$ cat src/rtl/zero_detect_scheduler_if.sv
// ---------------------------------------------------------------------------
// zero_detect_scheduler_if
// Requester-side bundle of the zero-detect scheduler.
//   req_in      : per-requester request levels (4)
//   data_in     : requester i word at [i*WIDTH +: WIDTH]
//   grant_out   : one-hot grant, held for the whole job
//   busy_out    : scheduler not idle
//   done_out    : one-cycle completion pulse
//   done_id_out : index of the completed requester
//   hits_out    : detector hit count of the completed job
// master = requester side, slave = scheduler side.
// ---------------------------------------------------------------------------
interface zero_detect_scheduler_if #(
   parameter int WIDTH = 8
);
   localparam int CNT_W = $clog2(WIDTH + 1);

   logic [3:0]           req_in;
   logic [4*WIDTH-1:0]   data_in;
   logic [3:0]           grant_out;
   logic                 busy_out;
   logic                 done_out;
   logic [1:0]           done_id_out;
   logic [CNT_W-1:0]     hits_out;

   modport master (
      output req_in, data_in,
      input  grant_out, busy_out, done_out, done_id_out, hits_out
   );

   modport slave (
      input  req_in, data_in,
      output grant_out, busy_out, done_out, done_id_out, hits_out
   );
endinterface

$ cat src/rtl/zero_detect_scheduler.sv
// ---------------------------------------------------------------------------
// zero_detect_scheduler
// Round-robin scheduler sharing one serial sequence detector among four
// requesters. A granted word is latched, the detector is cleared, the word is
// shifted in MSB-first and detector hits are counted and returned.
//   clk         : clock, rising edge
//   rst         : asynchronous active-low reset
//   bus         : requester bundle (slave modport)
//   det_x_out   : serial bit to the detector
//   det_rst_out : active-low clear to the detector
//   det_y_in    : detector output
// MOORE=0 counts det_y_in during SHIFT; MOORE=1 shifts the window one cycle
// later (SHIFT cycles 1..WIDTH-1 plus DRAIN). Either way the window holds
// exactly WIDTH samples, so the counter never overflows CNT_W.
// ---------------------------------------------------------------------------
module zero_detect_scheduler #(
   parameter int WIDTH = 8,
   parameter bit MOORE = 1'b0
) (
   input  logic                    clk,
   input  logic                    rst,
   zero_detect_scheduler_if.slave  bus,
   output logic                    det_x_out,
   output logic                    det_rst_out,
   input  logic                    det_y_in
);
   localparam int CNT_W = $clog2(WIDTH + 1);

   typedef enum logic [2:0] {
      IDLE  = 3'd0,
      CLEAR = 3'd1,
      SHIFT = 3'd2,
      DRAIN = 3'd3,
      DONE  = 3'd4
   } state_t;

   state_t             state_r, state_nxt_s;
   logic [WIDTH-1:0]   shift_r, shift_nxt_s;
   logic [CNT_W-1:0]   bit_cnt_r, bit_cnt_nxt_s;
   logic [CNT_W-1:0]   hits_r, hits_nxt_s;
   logic [CNT_W-1:0]   hits_out_r, hits_out_nxt_s;
   logic [1:0]         last_grant_r, last_grant_nxt_s;
   logic [1:0]         idx_r, idx_nxt_s;
   logic [1:0]         done_id_r, done_id_nxt_s;
   logic [3:0]         grant_r, grant_nxt_s;
   logic               busy_r, busy_nxt_s;
   logic               done_r, done_nxt_s;
   logic               det_x_r, det_x_nxt_s;
   logic               det_rst_r, det_rst_nxt_s;
   logic [2:0]         sel_s;
   logic               sample_s;

   // Round-robin select: {valid, index}. Scans from farthest to nearest so the
   // requester right after 'last' overwrites and wins; 'last' itself is last.
   function automatic logic [2:0] rr_select(input logic [3:0] req, input logic [1:0] last);
      logic [2:0] sel;
      logic [1:0] cand;
      sel = 3'b000;
      for (int k = 4; k >= 1; k--) begin
         cand = last + 2'(k);
         if (req[cand]) begin
            sel = {1'b1, cand};
         end else begin
            sel = sel;
         end
      end
      return sel;
   endfunction

   // Pick the next requester and decide whether this cycle's det_y_in counts
   always_comb begin
      sel_s = rr_select(bus.req_in, last_grant_r);
      if (MOORE) begin
         sample_s = ((state_r == SHIFT) && (bit_cnt_r != {CNT_W{1'b0}})) || (state_r == DRAIN);
      end else begin
         sample_s = (state_r == SHIFT);
      end
   end

   // Next-state and next registered-output logic
   always_comb begin
      state_nxt_s      = state_r;
      shift_nxt_s      = shift_r;
      bit_cnt_nxt_s    = bit_cnt_r;
      hits_nxt_s       = hits_r + ((sample_s && det_y_in) ? CNT_W'(1) : CNT_W'(0));
      hits_out_nxt_s   = hits_out_r;
      last_grant_nxt_s = last_grant_r;
      idx_nxt_s        = idx_r;
      done_id_nxt_s    = done_id_r;
      grant_nxt_s      = grant_r;
      busy_nxt_s       = busy_r;
      done_nxt_s       = 1'b0;
      det_x_nxt_s      = det_x_r;
      det_rst_nxt_s    = det_rst_r;
      case (state_r)
         IDLE: begin
            if (sel_s[2]) begin
               state_nxt_s   = CLEAR;
               idx_nxt_s     = sel_s[1:0];
               grant_nxt_s   = 4'b0001 << sel_s[1:0];
               shift_nxt_s   = bus.data_in[sel_s[1:0]*WIDTH +: WIDTH];
               busy_nxt_s    = 1'b1;
               det_rst_nxt_s = 1'b0;
               det_x_nxt_s   = 1'b0;
            end else begin
               state_nxt_s = IDLE;
            end
         end
         CLEAR: begin
            // Release the detector and present the MSB in the first SHIFT cycle
            state_nxt_s   = SHIFT;
            det_rst_nxt_s = 1'b1;
            det_x_nxt_s   = shift_r[WIDTH-1];
            shift_nxt_s   = {shift_r[WIDTH-2:0], 1'b0};
            bit_cnt_nxt_s = {CNT_W{1'b0}};
            hits_nxt_s    = {CNT_W{1'b0}};
         end
         SHIFT: begin
            bit_cnt_nxt_s = bit_cnt_r + CNT_W'(1);
            if (bit_cnt_r == CNT_W'(WIDTH - 1)) begin
               state_nxt_s = DRAIN;
               det_x_nxt_s = 1'b0;
            end else begin
               det_x_nxt_s = shift_r[WIDTH-1];
               shift_nxt_s = {shift_r[WIDTH-2:0], 1'b0};
            end
         end
         DRAIN: begin
            // hits_nxt_s already includes the final Moore sample
            state_nxt_s      = DONE;
            done_nxt_s       = 1'b1;
            done_id_nxt_s    = idx_r;
            hits_out_nxt_s   = hits_nxt_s;
            grant_nxt_s      = 4'b0000;
            last_grant_nxt_s = idx_r;
         end
         DONE: begin
            state_nxt_s = IDLE;
            busy_nxt_s  = 1'b0;
         end
         default: begin
            state_nxt_s = IDLE;
            grant_nxt_s = 4'b0000;
            busy_nxt_s  = 1'b0;
            det_x_nxt_s = 1'b0;
         end
      endcase
   end

   // State and output registers; reset aborts any job and holds the detector cleared
   always_ff @(posedge clk or negedge rst) begin
      if (!rst) begin
         state_r      <= IDLE;
         shift_r      <= {WIDTH{1'b0}};
         bit_cnt_r    <= {CNT_W{1'b0}};
         hits_r       <= {CNT_W{1'b0}};
         hits_out_r   <= {CNT_W{1'b0}};
         last_grant_r <= 2'd3;
         idx_r        <= 2'd0;
         done_id_r    <= 2'd0;
         grant_r      <= 4'b0000;
         busy_r       <= 1'b0;
         done_r       <= 1'b0;
         det_x_r      <= 1'b0;
         det_rst_r    <= 1'b0;
      end else begin
         state_r      <= state_nxt_s;
         shift_r      <= shift_nxt_s;
         bit_cnt_r    <= bit_cnt_nxt_s;
         hits_r       <= hits_nxt_s;
         hits_out_r   <= hits_out_nxt_s;
         last_grant_r <= last_grant_nxt_s;
         idx_r        <= idx_nxt_s;
         done_id_r    <= done_id_nxt_s;
         grant_r      <= grant_nxt_s;
         busy_r       <= busy_nxt_s;
         done_r       <= done_nxt_s;
         det_x_r      <= det_x_nxt_s;
         det_rst_r    <= det_rst_nxt_s;
      end
   end

   assign bus.grant_out   = grant_r;
   assign bus.busy_out    = busy_r;
   assign bus.done_out    = done_r;
   assign bus.done_id_out = done_id_r;
   assign bus.hits_out    = hits_out_r;
   assign det_x_out       = det_x_r;
   assign det_rst_out     = det_rst_r;
endmodule

$ cat src/flat_wrapper.sv
// flat-port wrapper written by rule: the top's interface ports become plain ports
module zero_detect_scheduler_flat 
#(
   parameter int WIDTH = 8,
   parameter bit MOORE = 1'b0
)
  (clk, rst, det_x_out, det_rst_out, det_y_in, bus_req_in, bus_data_in, bus_grant_out, bus_busy_out, bus_done_out, bus_done_id_out, bus_hits_out);
  zero_detect_scheduler_if #(.WIDTH(WIDTH)) bus_i ();
  input  logic clk;
  input  logic rst;
  output logic det_x_out;
  output logic det_rst_out;
  input  logic det_y_in;
  input wire logic [$bits(bus_i.req_in)-1:0] bus_req_in;
  input wire logic [$bits(bus_i.data_in)-1:0] bus_data_in;
  output wire logic [$bits(bus_i.grant_out)-1:0] bus_grant_out;
  output wire logic [$bits(bus_i.busy_out)-1:0] bus_busy_out;
  output wire logic [$bits(bus_i.done_out)-1:0] bus_done_out;
  output wire logic [$bits(bus_i.done_id_out)-1:0] bus_done_id_out;
  output wire logic [$bits(bus_i.hits_out)-1:0] bus_hits_out;
  assign bus_i.req_in = bus_req_in;
  assign bus_i.data_in = bus_data_in;
  assign bus_grant_out = bus_i.grant_out;
  assign bus_busy_out = bus_i.busy_out;
  assign bus_done_out = bus_i.done_out;
  assign bus_done_id_out = bus_i.done_id_out;
  assign bus_hits_out = bus_i.hits_out;
  zero_detect_scheduler #(.WIDTH(WIDTH), .MOORE(MOORE)) u_core (.clk(clk), .rst(rst), .bus(bus_i), .det_x_out(det_x_out), .det_rst_out(det_rst_out), .det_y_in(det_y_in));
endmodule
$ cat config.mk
export PLATFORM = sky130hd
export DESIGN_NAME = zero_detect_scheduler_flat
export DESIGN_NICKNAME = d
export VERILOG_FILES = /design/src/rtl/zero_detect_scheduler_if.sv /design/src/rtl/zero_detect_scheduler.sv /design/src/flat_wrapper.sv
export SDC_FILE = /design/constraint.sdc
export NUM_CORES = 1
export LEC_CHECK = 0
export CORE_ASPECT_RATIO = 0.75
export CORE_MARGIN = 2
export CORE_UTILIZATION = 52
export CTS_CLUSTER_SIZE = 10
export DETAILED_ROUTE_END_ITERATION = 8
export GPL_ROUTABILITY_DRIVEN = 0
export PLACE_DENSITY_LB_ADDON = 0.1
export SYNTH_ARGS = -nofsm -noshare
export SYNTH_HDL_FRONTEND = slang
export SYNTH_SLANG_ARGS = --single-unit
$ cat constraint.sdc
create_clock -name clk -period 6.05 [get_ports clk]
set_clock_uncertainty 0.15 [all_clocks]
set_input_delay 0.9075 -clock clk [delete_from_list [all_inputs] [get_ports clk]]
set_output_delay 0.9075 -clock clk [all_outputs]
set_load 0.03 [all_outputs]
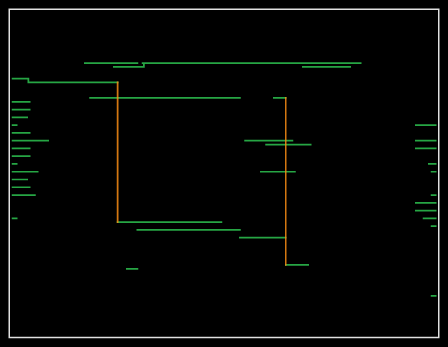
Run 1: wiring by layer
Only two layers are drawn.
- met4: orange (wire length 53.7 µm)
- met3: green (wire length 244 µm)

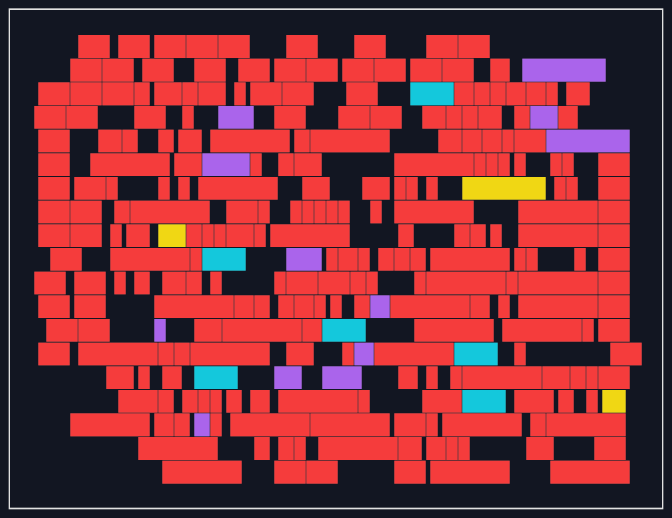
Run 1: sizing map
- drive 6 and up: cyan (cells 6)
- drive 2: purple (cells 12)
- drive 3 to 4: yellow (cells 3)
- drive 1 or less: red (cells 241)

==> run notes, run 1 <==
Physical implementation

The routed layout reports a DRC error count of 0. The detailed-route wire length is roughly 4200 µm. Summing all placed instances gives a cell area of roughly 2500 µm². The stage logs contain a warning count of 26. The transition time recorded at the tightest slew-check pin is between 600 and 700 ps. The number of buffers created by CTS is 5. After synthesis, the design contains about 210 cells according to Yosys. The adder and majority cell fraction of the synthesized area is 0.01911. The largest driver fanout on the critical path is 16. The area growth from synthesis to layout is 32.74%. The CTS tree is built.

In this run, post-CTS repair resized a total of 0 instances. The portion of synthesized cell area occupied by the leading cell type is 0.4459. The overall die height is around 57 µm.

The total length of routed met2 wires is approximately 1900 µm. The most frequent cell after synthesis is nand2_1. When the netlist entered floorplanning its net count stood at ~250.

The post-layout instance area is ~2600 µm². The depth of the CTS H-tree is 2. For the combinational group, total power comes out at roughly 0.00067 W. The data required time at the worst endpoint is about 6100 ps. STA classifies the critical path startpoint as an input port.

The OpenROAD report gives the critical path a data arrival time of 3130 ps. Total power for the finished layout comes to approximately 0.0013 W. Once layout is complete, the utilization of the core stands at 0.7169.

Summing all multi-input logic gate instances after layout gives 963.4 µm². Counting flops with an async set or reset pin after synthesis yields a share of 1.000. The routed design uses about 240 µm of met3 wire. The post-route report lists met1 wire length as just under 2000 µm. The via count of the first global-routing pass is roughly 1,500. Hold-check failures listed in the final report amount to 0. For this run, the post-layout net count is slightly above 300.

The synthesis stat section lists a flop and latch total of 37. The net switching power figure is roughly 0.00055 W. CTS saw 37 sinks.

The layout summary lists the proportion of cells stronger than drive strength 1 as 0.08015. The leakage power figure is 1.230 nW. The critical path is of the in2reg type. The final timing summary puts the cycle share of the worst path at 0.5153. The most common logic cells in the final layout are 52 x clkdlybuf4s50_1, 42 x nand2_1, 35 x dfrtp_1. The floorplan core density is 0.5401. Measured against the total synthesized area, the mux share comes to 0.07707. The run finished with clean final reports. For this run, global-route usage on met1 was measured as 0.3234. The gate-level netlist out of Yosys references between 40 and 50 unique cell types. Of the synthesized area, sequential elements account for 0.4726. The insertion delay at the late pin of the worst-skew pair is approximately 290 ps. The die footprint is around 4300 µm². The detailed router finished its first iteration with between 100 and 150 violations. The type of the tightest min-delay check is reg2reg. For the finished layout, the period the worst path requires is roughly 3100 ps.

Per the synthesis report, the AND-OR/OR-AND share of the synthesized area is 0.1866. The top cell type in the final layout, fill and taps aside, is clkdlybuf4s50_1. The horizontal die dimension is 74.97 µm. The count of nets left with antenna violations once routing finished came out at 0.

In this run the post-CTS setup repair buffer count came out at 0. The clock-pin slew on the worst setup and hold paths is around 80 ps. The area inside the core boundary is about 3600 µm².

The max-slew violation count is 0. The initial antenna violation count is 0. The warning count from the yosys run is 0. For this run the aggregate overflow at the end of global routing stands at 0.

The routed length per placed instance is 13.27 µm. The most used flip-flop cell after synthesis is dfrtp_1. Yosys mapped a number of flops with a built-in enable equal to 0.
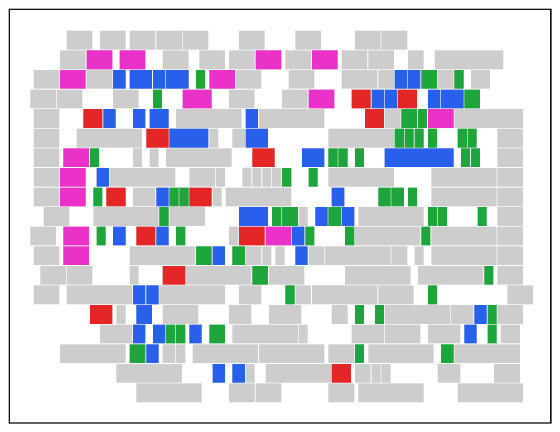
Run 1: gate-type map
- AND-OR and OR-AND gates: red (cells 13)
- inverting AOI/OAI gates: blue (cells 40; most used o21ai_0)
- NAND gates: green (cells 55; most used nand2_1)
- multiplexers: magenta (cells 15; most used mux2i_1)

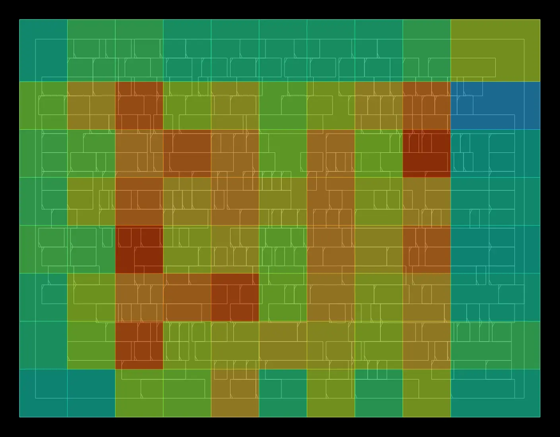
Run 1: routing congestion
met3 usage in global routing: 0.05300
Most Crowded Layer GR: met1
total routing usage reported by global routing: 0.2191

[run 1: worst max-delay path: stages]
cell,delay (ps)
clkdlybuf4s50_1,520
nor4_1,580
nand2b_1,140
a21boi_2,530
nor2_1,170
nand2_1,150
o221ai_1,130
[run 1: path summary, 6_finish.rpt]
kind                                        startpoint                      to  slack (ps)  cells past startpoint
worst max-delay path                     bus_req_in[0]       u_core.shift_r[0]        2930                      7
worst min-delay path                u_core.det_rst_out      u_core.det_rst_out         330                      1
worst max register to register  u_core.last_grant_r[1]       u_core.shift_r[2]        3790                      6
worst min register to register      u_core.det_rst_out      u_core.det_rst_out         330                      1
max in group asynchronous                          rst  u_core.last_grant_r[0]        4520                      2
min in group asynchronous                          rst  u_core.bus.hits_out[2]         890                      2
[run 1: final cells by class]
| type | count | area share |
|---|---|---|
| Clock inverter | 2 | 0.005278 |
| Inverter | 7 | 0.01008 |
| Clock buffer | 6 | 0.03167 |
| Timing Repair Buffer | 53 | 0.2025 |
| Tap cell | 52 | 0.02495 |
| Sequential cell | 37 | 0.3560 |
| Multi-Input combinational cell | 157 | 0.3695 |
[run 1: state kept, by name, summed over array words and instances (netlist names)]
| register | flops |
|---|---|
| u_core.det_x_out | 1 |
| u_core.bus.busy_out | 1 |
| u_core.shift_r | 8 |
| u_core.last_grant_r | 2 |
| u_core.state_r | 3 |
| u_core.bus.done_out | 1 |
| u_core.idx_r | 2 |
| u_core.bus.hits_out | 4 |
| u_core.hits_r | 4 |
| u_core.bus.grant_out | 4 |
| u_core.bit_cnt_r | 4 |
| u_core.det_rst_out | 1 |
| u_core.bus.done_id_out | 2 |
==> run 2, diff against run 1 <==
--- a/config.mk
+++ b/config.mk
@@ -7,7 +7,7 @@
 export LEC_CHECK = 0
 export CORE_ASPECT_RATIO = 0.75
 export CORE_MARGIN = 2
-export CORE_UTILIZATION = 52
+export CORE_UTILIZATION = 48
 export CTS_CLUSTER_SIZE = 10
 export DETAILED_ROUTE_END_ITERATION = 8
 export GPL_ROUTABILITY_DRIVEN = 0
==> constraint.sdc (replaced) <==
create_clock -name clk -period 3.1 [get_ports clk]
set_clock_uncertainty 0.15 [all_clocks]
set_input_delay 0.465 -clock clk [delete_from_list [all_inputs] [get_ports clk]]
set_output_delay 0.465 -clock clk [all_outputs]
set_load 0.03 [all_outputs]
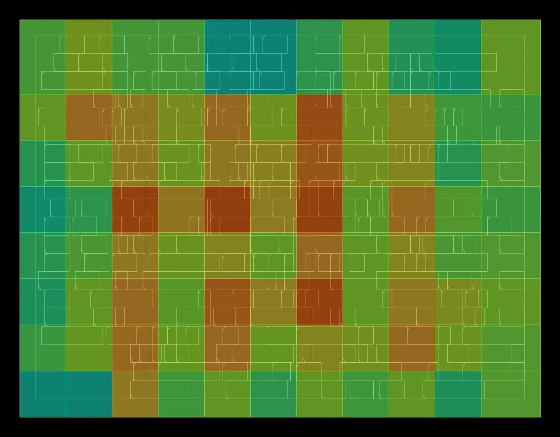
Run 2: routing congestion
Most Crowded Layer GR: met2
post-layout utilization of the core: 0.6629
met1 routing resource usage after global routing: 0.2849

==> run notes, run 2 <==
Physical implementation

The CTS tree is built. The sequential fraction of total cell area is 0.3520. The clock-cell share of area is 0.04554. The area occupied by multi-input gates is 963.4 µm². The worst reg-to-reg path cell count is 7. The type of the tightest min-delay check is in2async. The via count of the first global-routing pass is about 1,500. The worst reg2reg path startpoint is u_core.state_r[1]. The critical path arrival is 2410 ps. Leaving out the clock tree, the finished layout contains a buffer count of 54. CTS built an H-tree with a depth of 2. Per the TritonCTS log, the buffer count is 5. The flow ran to the end, and the final reports show no timing, DRC or antenna violations.

The most frequent cell after synthesis is nand2_1. The register ranked first by flip-flop count is u_core.shift_r. For this run, the total global-route usage over all layers was measured as 0.2065. Counting buffers and inverters, the worst setup path is 8 cells deep. The quantity of gates resized following cts is 0. The OpenROAD warning count is 26. In this run the post-CTS setup repair buffer count came out at 0.

Together, buffers and inverters on the worst path number 2. The initial antenna violation count is 0. The number of nets at the end of the flow is 304. The reg-to-reg endpoint is u_core.shift_r[0].

The setup slack of the worst register-to-register path is a little over 800 ps. From synthesis to final layout, the design area changed by 34.27%. In this run, synthesis inferred 0 flip-flops with an integrated enable. The count of cell types in the netlist is 41. The multi-input combinational cell count is between 150 and 200. The number of clock sinks is 37. The count of antenna-violating nets left after detailed routing is 0. The warning count from the yosys run is 0.

After detailed routing, the average wire length per cell comes to approximately 14 µm. The total cells reported by yosys after synthesis is between 200 and 250. Counting the clock-network buffers in the layout gives 6. The insertion delay at the late pin of the worst-skew pair is approximately 300 ps. The register share after synthesis is 0.4726. For this design the total switching power over the nets is 0.001087 W.

The slowest cell on the critical path is nor4_1. The data required time at the worst endpoint is ~3100 ps. The routed design could run at a clock period as short as 2391 ps.
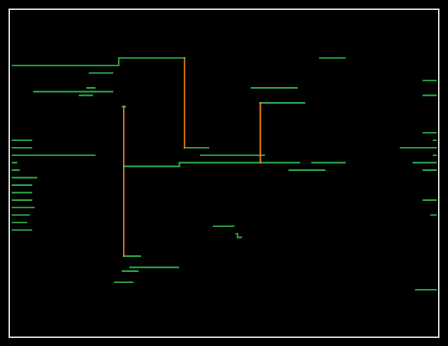
Run 2: wiring by layer
Only two layers are drawn.
- met3: green (wire length 238 µm)
- met4: orange (wire length 54.4 µm)

run 2: power by group through the flow:
stage / logic [W] / clock network [W] / registers [W]
detailed placement: 0.00133 / 0 / 0.000863
floorplan: 0.000889 / 0 / 0.000924
global route: 0.00148 / 0.000475 / 0.000886
global placement: 0.00132 / 0 / 0.000858
CTS: 0.00134 / 0.000447 / 0.000854
finish: 0.00133 / 0.000439 / 0.000855
run 2: metal layers:
| layer | wire, µm | part of all wire |
|---|---|---|
| met5 | 0 | 0 |
| met4 | 54 | 0.012 |
| met3 | 238 | 0.055 |
| met2 | 1996 | 0.46 |
| met1 | 2035 | 0.47 |
run 2: kinds of logic after synthesis:
group / after synthesis / share of synthesized area
simple gates: 83 / 0.1943
compound gates: 53 / 0.1866
flops: 37 / 0.4726
buf+inv: 16 / 0.03694
mux: 15 / 0.07707
xor+xnor: 3 / 0.01338
fa+ha+maj: 3 / 0.01911
run 2: how the worst min path moves through the flow:
stage                           startpoint                      to  cells past startpoint
floorplan                              rst     u_core.bit_cnt_r[0]                      0
global placement        u_core.det_rst_out      u_core.det_rst_out                      1
global route                           rst  u_core.bus.hits_out[3]                      1
CTS                                    rst  u_core.bus.hits_out[0]                      1
detailed placement  u_core.bus.hits_out[0]  u_core.bus.hits_out[0]                      2
finish                                 rst  u_core.bus.hits_out[2]                      1
run 2: through the flow:
stage | power (W) | util | area (µm²) | setup slack (ps)
final | 0.002624 | 0.6629 | 2638 | 708.9
after global routing | 0.002843 | 0.6629 | 2638 | 569.4
after CTS | 0.002642 | 0.6629 | 2638 | 728.1
after detailed placement | 0.002190 | 0.6327 | 2517 | 409.7
after global placement | 0.002179 | 0.6327 | 2517 | 426.0
after floorplan | 0.001814 | - | 1964 | 1069
==> run 3, diff against run 2 <==
==> constraint.sdc (replaced) <==
create_clock -name clk -period 2.2 [get_ports clk]
set_clock_uncertainty 0.15 [all_clocks]
set_input_delay 0.33 -clock clk [delete_from_list [all_inputs] [get_ports clk]]
set_output_delay 0.33 -clock clk [all_outputs]
set_load 0.03 [all_outputs]
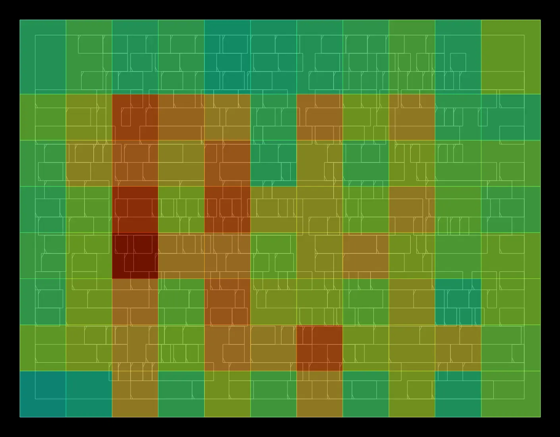
Run 3: routing congestion
total routing usage reported by global routing: 0.2081
met1 routing resource usage after global routing: 0.2822
met3 usage in global routing: 0.04726
post-layout utilization of the core: 0.7057

==> run notes, run 3 <==
Physical implementation

The leading register cell type out of synthesis is dfrtp_1. The startpoint identified for the worst register-to-register timing path is u_core.last_grant_r[1]. The data required time at the worst endpoint is about 2200 ps. The share of the cycle needed by the critical path after routing is 0.9167. After floorplanning, the die was sized to cover 4625 µm².

The count of cell types in the netlist is a little over 40. The warning count from the yosys run is 0. u_core.shift_r holds more flip-flops than any other register. OpenROAD emitted warnings numbering 26. The via count of the first global-routing pass is roughly 1,600. The largest driver fanout on the critical path is 10. Across all hold checks on the routed design, the worst slack comes to -22.45 ps. Compared with the post-synthesis result, the final layout area differs by 42.93%. The slowest stage of the critical path belongs to the cell dfstp_2. The horizontal die dimension is between 70 and 80 µm. The pre-CTS setup slack is -113.0 ps. The post-layout instance area is between 2000 and 3000 µm².

The portion of synthesized cell area occupied by the leading cell type is 0.4459. The initial antenna violation count came to 0. The number of nets at the end of the flow is about 330. The leakage power figure is 1.350 nW. The registers of the reported paths see a clock transition of approximately 80 ps.

The cell type group with the largest total delay on the critical path is AND-OR/OR-AND gates. Per the post-synthesis report, the nets total 252. The routed length per placed instance is ~14 µm. The share of async-settable or async-resettable flops after synthesis is 1.000. For this design, the sink count on the clock tree is 37. The synthesis stat section lists a flop and latch total of 37. The core region is 3979 µm². The number of cells reported by Yosys stat comes to approximately 210. The post-route minimum period is approximately 2000 ps. At the worst endpoint, the arrival time is 2040 ps. The final-report hold violation count is 23. The register with the most flip-flops in the layout has 8 of them. In the layout the commonest cells are 51 x clkdlybuf4s50_1, 42 x nand2_1, 35 x dfrtp_1. The flow ran to the end, but the final reports show violations.

The quantity of gates resized following cts is 0. The most frequent cell after synthesis is nand2_1. In the final layout, the share of cells above drive strength 1 is 0.1549. The post-CTS repair timing setup buffer count is 0.

For this run, the register share of the synthesized area comes to 0.4726. The timing report notes that buffer and inverter cells on the critical path total 1. The checks that failed: hold timing. Per the cell usage report, the commonest logic cell in the layout is clkdlybuf4s50_1. The share of the core area taken by cells at floorplan is 0.4937. STA classifies the critical path startpoint as a register.
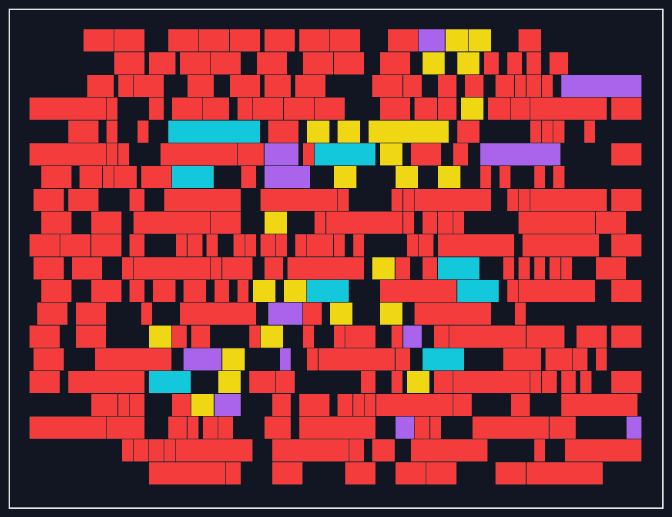
Run 3: sizing map
- drive 2: purple (cells 12)
- drive 3 to 4: yellow (cells 24)
- drive 1 or less: red (cells 240)
- drive 6 and up: cyan (cells 8)

==> run 3: cells by family after synthesis <==
logic type               after synthesis  synth area share
AND/OR/NAND/NOR                       83            0.1943
AND-OR/OR-AND                         53            0.1866
flip-flops                            37            0.4726
buffers and inverters                 16           0.03694
multiplexers                          15           0.07707
XOR/XNOR                               3           0.01338
adder cells (fa/ha/maj)                3           0.01911
==> run 3: power breakdown <==
part           leakage, nW  total [W]  switching, W  internal, W
clock               0.0574   0.000612      0.000243     0.000369
sequential           0.467    0.00117      0.000187     0.000979
combinational        0.825    0.00216       0.00115      0.00100
total                 1.35    0.00394       0.00159      0.00235
==> run 3: how the worst max path moves through the flow <==
stage,startpoint,endpoint,slack [ps],cells after the start
after floorplan,u_core.last_grant_r[1],u_core.shift_r[3],170,8
after global placement,bus_req_in[0],u_core.shift_r[0],-160,9
after detailed placement,bus_req_in[0],u_core.bus.grant_out[1],-110,9
after CTS,bus_req_in[0],u_core.bus.grant_out[1],170,9
after global routing,bus_req_in[0],u_core.bus.grant_out[0],70,9
final,u_core.last_grant_r[1],u_core.shift_r[5],180,7
==> run 3: routing by layer <==
metal	GRT usage	routed length, µm	vias up
met5	0	0	-
li1	-	-	877
met3	0.04726	209	5
met2	0.3387	2157	47
met4	0.06122	42	0
met1	0.2822	2180	813
==> run 3: cell type report <==
cell class | instances | area [µm²] | area share
multi-input cells | 157 | 963.4 | 0.3431
flip-flops and latches | 37 | 928.4 | 0.3307
repair buffers | 75 | 700.7 | 0.2496
clock buffers | 6 | 82.58 | 0.02941
well taps | 55 | 68.82 | 0.02451
clock inverters | 2 | 37.54 | 0.01337
inverters | 7 | 26.28 | 0.009358
Power figures rest on the tool's default switching activity, not on a simulated workload.
